==> src/rtl/control_sequencer.sv <==
// Microcoded control sequencer for the Bat Amateur processor: a two-step fetch
// followed by a 1-3 step execute, with strobes decoded from state, opcode and flags.
module control_sequencer #(
    parameter int BUS_WIDTH = 16
) (
    input  logic                 CLOCK,
    input  logic                 RESET,
    input  logic                 RUN,
    input  logic [BUS_WIDTH-1:0] INSTRUCTION,
    input  logic                 CARRY_FLAG,
    input  logic                 ZERO_FLAG,
    output logic                 PC_COUNT,
    output logic                 PC_LOAD,
    output logic                 PC_ENABLE,
    output logic                 MAR_LOAD,
    output logic                 RAM_LOAD,
    output logic                 RAM_ENABLE,
    output logic                 IR_LOAD,
    output logic                 IR_ENABLE,
    output logic                 A_LOAD,
    output logic                 A_ENABLE,
    output logic                 B_LOAD,
    output logic                 ALU_ENABLE,
    output logic                 ALU_SUB,
    output logic                 FLAG_LOAD,
    output logic                 OUT_LOAD,
    output logic [2:0]           STEP,
    output logic                 HALTED
);

    typedef enum logic [2:0] {
        IDLE = 3'd0,
        F0   = 3'd1,
        F1   = 3'd2,
        E2   = 3'd3,
        E3   = 3'd4,
        E4   = 3'd5,
        HALT = 3'd7
    } state_t;

    localparam logic [3:0] OP_LDA = 4'h1;
    localparam logic [3:0] OP_ADD = 4'h2;
    localparam logic [3:0] OP_SUB = 4'h3;
    localparam logic [3:0] OP_STA = 4'h4;
    localparam logic [3:0] OP_LDI = 4'h5;
    localparam logic [3:0] OP_JMP = 4'h6;
    localparam logic [3:0] OP_JC  = 4'h7;
    localparam logic [3:0] OP_JZ  = 4'h8;
    localparam logic [3:0] OP_OUT = 4'h9;
    localparam logic [3:0] OP_HLT = 4'hF;

    // Bit positions in the packed strobe vector, MSB first as the ports are listed.
    localparam logic [14:0] S_PC_COUNT   = 15'h4000;
    localparam logic [14:0] S_PC_LOAD    = 15'h2000;
    localparam logic [14:0] S_PC_ENABLE  = 15'h1000;
    localparam logic [14:0] S_MAR_LOAD   = 15'h0800;
    localparam logic [14:0] S_RAM_LOAD   = 15'h0400;
    localparam logic [14:0] S_RAM_ENABLE = 15'h0200;
    localparam logic [14:0] S_IR_LOAD    = 15'h0100;
    localparam logic [14:0] S_IR_ENABLE  = 15'h0080;
    localparam logic [14:0] S_A_LOAD     = 15'h0040;
    localparam logic [14:0] S_A_ENABLE   = 15'h0020;
    localparam logic [14:0] S_B_LOAD     = 15'h0010;
    localparam logic [14:0] S_ALU_ENABLE = 15'h0008;
    localparam logic [14:0] S_ALU_SUB    = 15'h0004;
    localparam logic [14:0] S_FLAG_LOAD  = 15'h0002;
    localparam logic [14:0] S_OUT_LOAD   = 15'h0001;

    // Number of execute steps after fetch; opcodes A-E fall through as NOP.
    function automatic logic [1:0] exec_steps(input logic [3:0] op);
        case (op)
            OP_LDA, OP_STA:                                 exec_steps = 2'd2;
            OP_ADD, OP_SUB:                                 exec_steps = 2'd3;
            OP_LDI, OP_JMP, OP_JC, OP_JZ, OP_OUT, OP_HLT:   exec_steps = 2'd1;
            default:                                        exec_steps = 2'd0;
        endcase
    endfunction

    state_t      state_r;
    state_t      next_state_s;
    logic [3:0]  opcode_s;
    logic [1:0]  len_s;
    logic [14:0] strobe_s;
    logic        operand_unused_s;

    assign opcode_s         = INSTRUCTION[BUS_WIDTH-1 -: 4];
    assign operand_unused_s = ^INSTRUCTION[BUS_WIDTH-5:0];
    assign len_s            = exec_steps(opcode_s);

    // State register; reset abandons any instruction in flight.
    always_ff @(posedge CLOCK or negedge RESET) begin
        if (!RESET) begin
            state_r <= IDLE;
        end else begin
            state_r <= next_state_s;
        end
    end

    // Next-state sequencing; RUN low freezes everything except the absorbing HALT.
    always_comb begin
        next_state_s = state_r;
        if (RUN) begin
            case (state_r)
                IDLE:    next_state_s = F0;
                F0:      next_state_s = F1;
                F1:      next_state_s = (len_s == 2'd0) ? F0 : E2;
                E2: begin
                    if (opcode_s == OP_HLT) begin
                        next_state_s = HALT;
                    end else if (len_s > 2'd1) begin
                        next_state_s = E3;
                    end else begin
                        next_state_s = F0;
                    end
                end
                E3:      next_state_s = (len_s > 2'd2) ? E4 : F0;
                E4:      next_state_s = F0;
                HALT:    next_state_s = HALT;
                default: next_state_s = IDLE;
            endcase
        end else begin
            next_state_s = state_r;
        end
    end

    // Microcode decode: strobes from state, opcode and flags.
    always_comb begin
        strobe_s = 15'h0000;
        if (RUN) begin
            case (state_r)
                F0: strobe_s = S_PC_ENABLE | S_MAR_LOAD;
                F1: strobe_s = S_RAM_ENABLE | S_IR_LOAD | S_PC_COUNT;
                E2: begin
                    case (opcode_s)
                        OP_LDA, OP_ADD, OP_SUB, OP_STA: strobe_s = S_IR_ENABLE | S_MAR_LOAD;
                        OP_LDI:  strobe_s = S_IR_ENABLE | S_A_LOAD;
                        OP_JMP:  strobe_s = S_IR_ENABLE | S_PC_LOAD;
                        OP_JC:   strobe_s = CARRY_FLAG ? (S_IR_ENABLE | S_PC_LOAD) : 15'h0000;
                        OP_JZ:   strobe_s = ZERO_FLAG ? (S_IR_ENABLE | S_PC_LOAD) : 15'h0000;
                        OP_OUT:  strobe_s = S_A_ENABLE | S_OUT_LOAD;
                        default: strobe_s = 15'h0000;
                    endcase
                end
                E3: begin
                    case (opcode_s)
                        OP_LDA:         strobe_s = S_RAM_ENABLE | S_A_LOAD;
                        OP_ADD, OP_SUB: strobe_s = S_RAM_ENABLE | S_B_LOAD;
                        OP_STA:         strobe_s = S_A_ENABLE | S_RAM_LOAD;
                        default:        strobe_s = 15'h0000;
                    endcase
                end
                E4: begin
                    case (opcode_s)
                        OP_ADD:  strobe_s = S_ALU_ENABLE | S_A_LOAD | S_FLAG_LOAD;
                        OP_SUB:  strobe_s = S_ALU_ENABLE | S_A_LOAD | S_FLAG_LOAD | S_ALU_SUB;
                        default: strobe_s = 15'h0000;
                    endcase
                end
                default: strobe_s = 15'h0000;
            endcase
        end else begin
            strobe_s = 15'h0000;
        end
    end

    assign {PC_COUNT, PC_LOAD, PC_ENABLE, MAR_LOAD, RAM_LOAD, RAM_ENABLE, IR_LOAD,
            IR_ENABLE, A_LOAD, A_ENABLE, B_LOAD, ALU_ENABLE, ALU_SUB, FLAG_LOAD,
            OUT_LOAD} = strobe_s;

    assign STEP   = state_r;
    assign HALTED = (state_r == HALT);

endmodule

==> config.mk <==
export PLATFORM = sky130hd
export DESIGN_NAME = control_sequencer
export DESIGN_NICKNAME = d
export VERILOG_FILES = /design/src/rtl/control_sequencer.sv
export SDC_FILE = /design/constraint.sdc
export NUM_CORES = 1
export LEC_CHECK = 0
export CAP_MARGIN = 20
export CORE_UTILIZATION = 37
export DETAILED_ROUTE_END_ITERATION = 10
export PLACE_DENSITY = 0.83
export SLEW_MARGIN = 10
export SYNTH_ARGS = -nofsm -noshare
export SYNTH_HDL_FRONTEND = slang
export SYNTH_SLANG_ARGS = --single-unit
==> constraint.sdc <==
create_clock -name CLOCK -period 3.05 [get_ports CLOCK]
set_input_delay 0.305 -clock CLOCK [delete_from_list [all_inputs] [get_ports CLOCK]]
set_output_delay 0.305 -clock CLOCK [all_outputs]
set_load 0.05 [all_outputs]
==> out/qor.yml <==
route:
  via_per_inst: 5.81
setup_path:
  worstRegToRegCells: 3
  timing.rr.start: "STEP[1]"
  launching_instance_or_port_of_the_critical_path: "INSTRUCTION[14]"
  path_cells: "clkdlybuf4s50_1 > nor4b_4 > o21ai_1 > a21oi_1 > clkdlybuf4s50_1"
final_timing:
  slew_violations: 0
  clock-skew-final_ns: 0.00445
  achievable-frequency_mhz: 371
yosys:
  synth_nets: 98
  mux_area_share_pct: 0
  yosys_most_used_dff: "dfrtp_1"
  synth.top_cells.by_count: "nor2_1 (9), a21oi_1 (4), nand2_1 (4)"
  synthDominantAreaCellType: "dfrtp_1"
  synth-async-reset-ratio_pct: 100
  synth_cell_type_count: 45
  ys_cells: 77
  synthCells: 77
clock_tree:
  cts_post_setup_buffers_inserted: 0
  htree_num_levels: 1
final_layout:
  logic_gates: 63
  post_layout_nonfiller_instances: 119
  ff_latch_area_um2: 75.1
  layout.cells.most_common_list: "clkdlybuf4s50_1 (19), buf_4 (12), nor2_1 (9)"
  nFlopsAndLatches: 3
  finish.instance_area_um2: 855
  logic_area_um2: 445
  design.final.nets: 125
status:
  run_status: "completed"
job:
  warning_count: 38
global_route:
  grt_util_overall_pct: 19.4
placement:
  area_of_placed_instances_um2: 828
  gp_congestion: 0.835
die:
  dieWidth_um: 42.0
  total_die_area_um2: 1760
pwr:
  power.sequential.total_w: 0.000126
-- how the worst min path moves through the flow --
stage | start | endpoint | slack (ns) | cells after the start
6_report | RESET | STEP[2] | 0.26 | 1
5_1_grt | RESET | STEP[2] | 0.26 | 1
4_1_cts | RESET | STEP[2] | 0.26 | 1
3_5_place_dp | RESET | STEP[0] | 0.50 | 1
3_3_place_gp | RESET | STEP[1] | 0.49 | 1
2_1_floorplan | RESET | STEP[0] | 0.009 | 0
-- routing by layer --
layer	vias up	wire [µm]	global-route usage, %
met5	-	0	0
met4	0	15	3.87
met3	2	71	1.72
met2	27	853	36.3
met1	318	678	24.1
li1	344	-	-
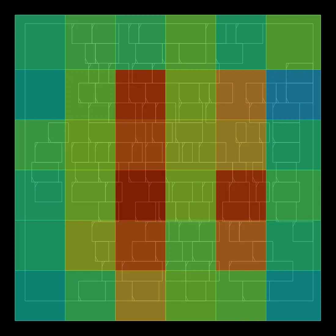
Figure 1: congestion heat map.
Routed WL per cell: 13.6 µm
layer carrying the most global-route usage: met2
Util after Layout: 56.7%
met2 track utilization from global routing: 36.3%

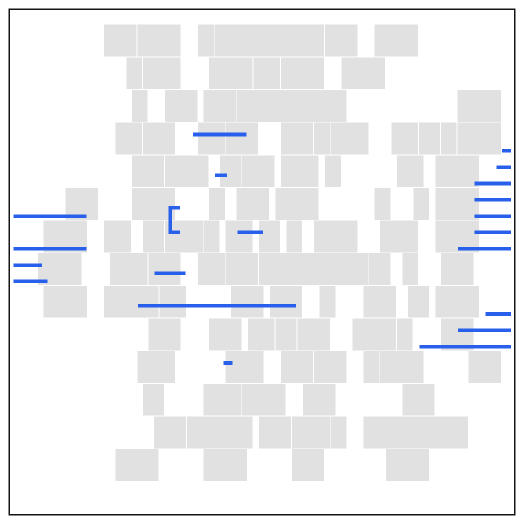
Figure 2: M3 wires.
(12 px per µm) Cells faint in the background.
nets with wire on the layer = 20
main direction = horizontal
share of all routed wire = 4.4%
longest straight run = 12.9 µm

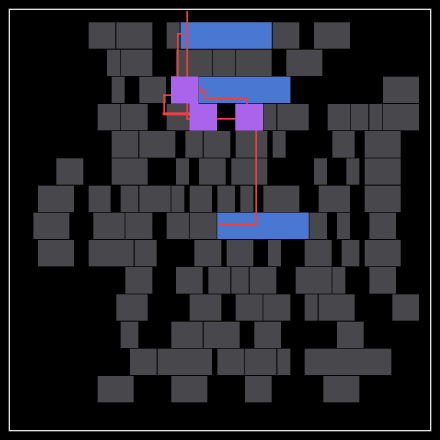
Figure 3: clock network drawn from the DEF.
(10 px per µm)
clock drivers -> purple  # count 3
clock wires -> red  # length 50.1 µm
flip-flops -> blue  # count 3
routed clock nets = 4

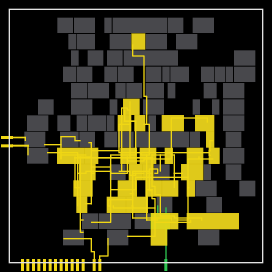
Figure 4: nets reached from selected ports.
(6 px per µm)
`IR_ENABLE` -> green  # bits 1, direction output, edge bottom, end cells 1, buffers 1, wire 10.4 µm
`INSTRUCTION` -> yellow  # bits 16, direction input, edge 14 bottom, 2 left, end cells 30, buffers 8, wire 375 µm

Power is estimated from default activity; no workload was simulated.
